$ cat src/rtl/out_port_fifo.sv
// out_port_fifo
//   Buffered multi-channel output port. Each out_in strobe captures
//   {ch_sel, bus_data} into a DEPTH-entry FIFO. The head entry is offered to
//   devices over a valid/ready handshake.
//
//   Optional build macro: OUT_PORT_HOLD_EN
//     defined   : the last popped entry is held and shown while the FIFO is empty
//     undefined : dev_data/dev_ch read 0 while the FIFO is empty
//
// Ports
//   Clock      in   system clock, rising edge
//   clear      in   synchronous active-high reset, dominant over all inputs
//   out_in     in   push strobe
//   ch_sel     in   channel tag stored with the data
//   bus_data   in   data word to store
//   ovf_clr    in   clears the sticky overflow flag
//   dev_valid  out  head entry available
//   dev_ready  in   device accepts the head entry
//   dev_data   out  head data
//   dev_ch     out  head channel tag
//   full       out  count == DEPTH
//   empty      out  count == 0
//   count      out  occupied entries, 0..DEPTH
//   overflow   out  sticky: a push was dropped
module out_port_fifo #(
    parameter  int unsigned DATA_W = 32,
    parameter  int unsigned DEPTH  = 4,
    parameter  int unsigned CH_W   = 1,
    localparam int unsigned PTR_W  = $clog2(DEPTH),
    localparam int unsigned CNT_W  = PTR_W + 1
) (
    input  logic              Clock,
    input  logic              clear,
    input  logic              out_in,
    input  logic [CH_W-1:0]   ch_sel,
    input  logic [DATA_W-1:0] bus_data,
    input  logic              ovf_clr,
    output logic              dev_valid,
    input  logic              dev_ready,
    output logic [DATA_W-1:0] dev_data,
    output logic [CH_W-1:0]   dev_ch,
    output logic              full,
    output logic              empty,
    output logic [CNT_W-1:0]  count,
    output logic              overflow
);

    localparam int unsigned ENT_W = CH_W + DATA_W;

    logic [ENT_W-1:0] mem_q [DEPTH];
    logic [PTR_W-1:0] wr_ptr_q, wr_ptr_d;
    logic [PTR_W-1:0] rd_ptr_q, rd_ptr_d;
    logic [CNT_W-1:0] count_q, count_d;
    logic             ovf_q, ovf_d;

    logic             is_empty, is_full;
    logic             pop, push, drop;
    logic [ENT_W-1:0] head;

    assign is_empty = (count_q == '0);
    assign is_full  = (count_q == CNT_W'(DEPTH));

    // A pop frees the slot a same-edge push needs, so a full FIFO still
    // accepts a push when the head is leaving on that edge.
    assign pop  = !is_empty && dev_ready;
    assign push = out_in && (!is_full || pop);
    assign drop = out_in && is_full && !pop;

    always_comb begin
        wr_ptr_d = wr_ptr_q;
        rd_ptr_d = rd_ptr_q;
        count_d  = count_q;
        ovf_d    = ovf_q;
        if (push) wr_ptr_d = wr_ptr_q + PTR_W'(1);
        if (pop)  rd_ptr_d = rd_ptr_q + PTR_W'(1);
        if (push && !pop)
            count_d = count_q + CNT_W'(1);
        else if (pop && !push)
            count_d = count_q - CNT_W'(1);
        // A drop on the same edge as ovf_clr keeps the flag set.
        if (drop)
            ovf_d = 1'b1;
        else if (ovf_clr)
            ovf_d = 1'b0;
    end

    always_ff @(posedge Clock) begin
        if (clear) begin
            wr_ptr_q <= '0;
            rd_ptr_q <= '0;
            count_q  <= '0;
            ovf_q    <= 1'b0;
        end else begin
            wr_ptr_q <= wr_ptr_d;
            rd_ptr_q <= rd_ptr_d;
            count_q  <= count_d;
            ovf_q    <= ovf_d;
        end
    end

    // Storage is not reset; only pointers and count define validity.
    always_ff @(posedge Clock) begin
        if (!clear && push)
            mem_q[wr_ptr_q] <= {ch_sel, bus_data};
    end

    assign head = mem_q[rd_ptr_q];

`ifdef OUT_PORT_HOLD_EN
    logic [ENT_W-1:0] hold_q;

    always_ff @(posedge Clock) begin
        if (clear)
            hold_q <= '0;
        else if (pop)
            hold_q <= head;
    end

    assign {dev_ch, dev_data} = is_empty ? hold_q : head;
`else
    assign {dev_ch, dev_data} = is_empty ? '0 : head;
`endif

    assign dev_valid = !is_empty;
    assign full      = is_full;
    assign empty     = is_empty;
    assign count     = count_q;
    assign overflow  = ovf_q;

endmodule

$ cat config.mk
export PLATFORM = sky130hd
export DESIGN_NAME = out_port_fifo
export DESIGN_NICKNAME = d
export VERILOG_FILES = /design/src/rtl/out_port_fifo.sv
export SDC_FILE = /design/constraint.sdc
export NUM_CORES = 1
export LEC_CHECK = 0
export ABC_AREA = 1
export CORE_MARGIN = 2
export CORE_UTILIZATION = 54
export DETAILED_ROUTE_END_ITERATION = 8
export GPL_ROUTABILITY_DRIVEN = 0
export GPL_TIMING_DRIVEN = 0
export PLACE_DENSITY = 0.88
export SLEW_MARGIN = 20
export SYNTH_ARGS = -nofsm -noshare
export SYNTH_HDL_FRONTEND = slang
export SYNTH_SLANG_ARGS = --single-unit
$ cat constraint.sdc
create_clock -name Clock -period 3.4 [get_ports Clock]
set_clock_uncertainty 0.05 [all_clocks]
set_input_delay 0.68 -clock Clock [delete_from_list [all_inputs] [get_ports Clock]]
set_output_delay 0.68 -clock Clock [all_outputs]
set_load 0.01 [all_outputs]
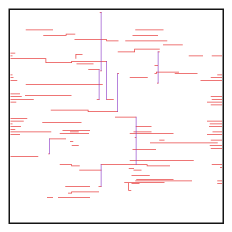
(metal layers overlaid)
Scale: 2 px per um. Two of the layers only.
Purple stands for met4, wire length 140 um. Red stands for met3, wire length 919 um.
final WL: 12.74 mm
All-Layer GR Usage: 23.74%
routed len/inst: 17.79 um
via count: 3910

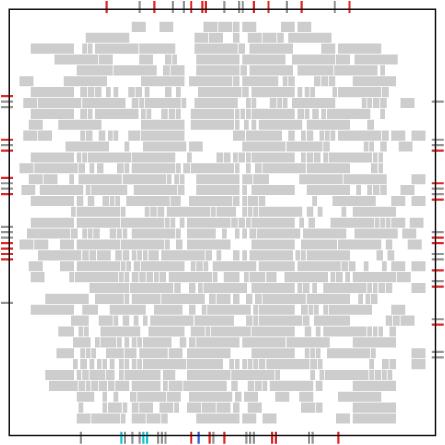
(I/O pins on the die edge)
Scale: 4 px per um. Pins as bars across the die edge, other pins in grey.
Red stands for `bus_data`, pins 32, direction input, edge 9 left, 9 top, 8 right, 6 bottom. Blue stands for `dev_ch`, pins 1, direction output, edge bottom. Cyan stands for `count`, pins 3, direction output, edge bottom.
All pins by edge: 23 bottom, 20 right, 18 left, 17 top.

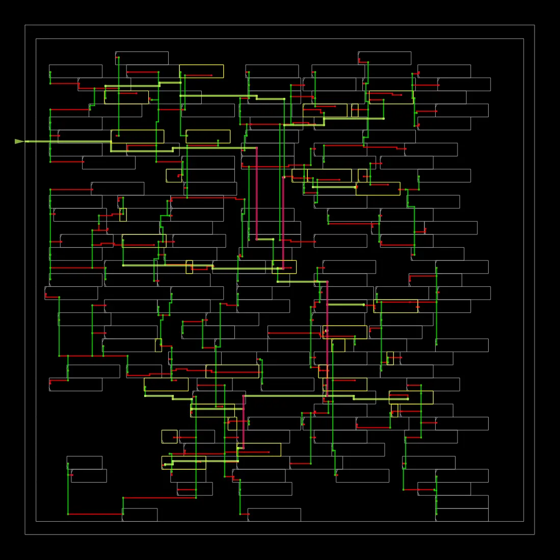
(clock nets)
clk latency late pin: 0.53 ns
Clk. pwr: 1.71 mW
num sequential: 142
clock buf count: 19

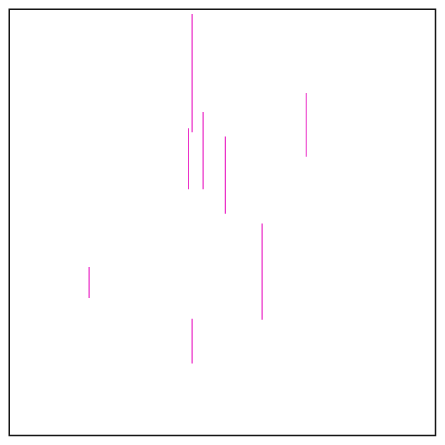
(M4 wires)
Scale: 4 px per um.
The layer carries 140 um of wire. 6 nets have wire on it. The longest straight run is 29.2 um. The layer holds 1.1% of the routed length.

sequential cells by signal, summed over array words and instances (netlist names), named ones only:
signal    flops
count         3
mem_q       132
overflow      1
rd_ptr_q      2
wr_ptr_q      2
Yosys cell counts (all sizes together):
master    n  area [um^2]
dfxtp    10        200.2
buf      15        101.3
o21ai    67        335.3
clkbuf    9        35.03
fa        1        20.02
ha        5        62.56
clkinv    1        3.750
edfxtp  132         3964
nor2    144        540.5
nand2    16        62.56
nand3     6        30.03
nand4     1        6.260
a21oi    39        195.2
inv      19        71.31
nor3      1        5.000
xor2      1        8.760
path summary, 6_finish.rpt:
check | endpoint | depth (start not counted) | slack (ns)
max | dev_data[3] | 6 | 0.19
min | overflow | 2 | 0.43
max reg2reg | mem_q[3][23] | 7 | 1.11
min reg2reg | overflow | 2 | 0.43
==> results.cfg <==
; generated from flow reports
[floorplan]
fp.dieH_um = 106.2
tapCellCount = 136
core_area_um2 = 10230
fp-row-count = 37
die-area_um2 = 11280
initial_core_util_pct = 55.14
die_x_um = 106.2

[outcome]
status = complete, no violations

[final_layout]
final_cell_mix = nor2_1 (140), edfxtp_1 (132), clkdlybuf4s50_1 (77)
sh_comb_area_pct = 17.83
antenna_cells = 0
largest_cell_class = sequential cells
lay_top_count = nor2_1
ff_latch_area_um2 = 4164
comb_cells = 281
buf_share_pct = 13.99
comb_area_um2 = 1296
finalInstanceArea_um2 = 7272
inverters = 20
final_nets = 611
sh_seq_area_pct = 57.26
syn2layout_area_growth_pct = 28.90
signal_buffers = 105
stdcell_count = 716

[grt]
grt-ovfl-total = 0
use_met3_pct = 7.541
antenna_found_initial = 0
first_global_vias = 4081
grt_max_degree = 21
grtUsageMet2_pct = 42.99
grtUsageMet1_pct = 26.27

[hold_path]
holdCritPathClass = reg -> reg
hp-start = overflow

[critical_path]
cp.required_ns = 2.67
path_buffers = 4
cp_data_arrival_time_ns = 2.48
r2r_start = count[0]
crit_path_cell_trace = inv_2, buf_4, clkbuf_1, o21ai_1, a21oi_1, clkdlybuf4s50_1
end_kind = output port
cp_top_family = buffers and inverters
critical_path_class = reg -> out
cp_slowest_cell = clkdlybuf4s50_1

[synthesis]
synthXorXnorAreaFrac_pct = 0.1552
ys_sh_adder_pct = 1.464
mux_share_pct = 0
ys_seq_share_pct = 73.81
ys_cells = 467
ys_chip_area_um2 = 5642
synth-seq-cells = 142
fp_nets = 511
compound_area_share_pct = 9.403
syn_area_per_cell_um2 = 12.08
yosys_warnings = 0
ys_types = 22
syn_inst = 467
logic_family = simple AND/OR/NAND/NOR gates

[cts]
tritoncts = yes
cts_buffer_depth = 2
cts_sinks = 142
post_cts_resized = 0
clk_pin_slew_worst_paths_ns = 0.06
cts-htree-levels = 4

[timing]
setup_tns_ns = 0
finalMaxSlewViolations = 0
rsz0062_at_grt = false
period_used_pct = 94.45
period_minus_slack_ns = 3.211
slew_headroom_pct = 53.61
worst_pin_slew_ns = 0.6942
setup_violations = 0
holdWs_ns = 0.4314
fmax_ghz = 0.3114
hold_viol = 0
finalWorstSetupSlack_ns = 0.1886

[power_and_ir_drop]
p_seq_share_pct = 37.3
p_switching_mw = 1.704
power.internal_mw = 3.835
p_total_mw = 5.539
swShare_pct = 30.77
clock_power_share_pct = 30.8
peakVddDrop_mv = 0.3359
leakage_nw = 2.544
powerDensity_nw_per_um2 = 761.7
top_power_group = registers
p_seq_mw = 2.07

[routing]
final_antenna_net_count = 0
dr.pass1.iters = 5
drtIter0Drc = 199
drcViolationCount = 0
drt-vias-per-instance = 5.461
routedLengthMet1_mm = 4.975
highest-signal-layer = met4

[placed_design]
dpl-instance-area_um2 = 6723
preCtsSetupSlack_ns = 0.3674
hpwl_mm = 8.013
dp_cells = 684

[flow_run]
tool_warnings = 29
cap_viol_max_count = 0
Power and IR drop assume default switching activity.
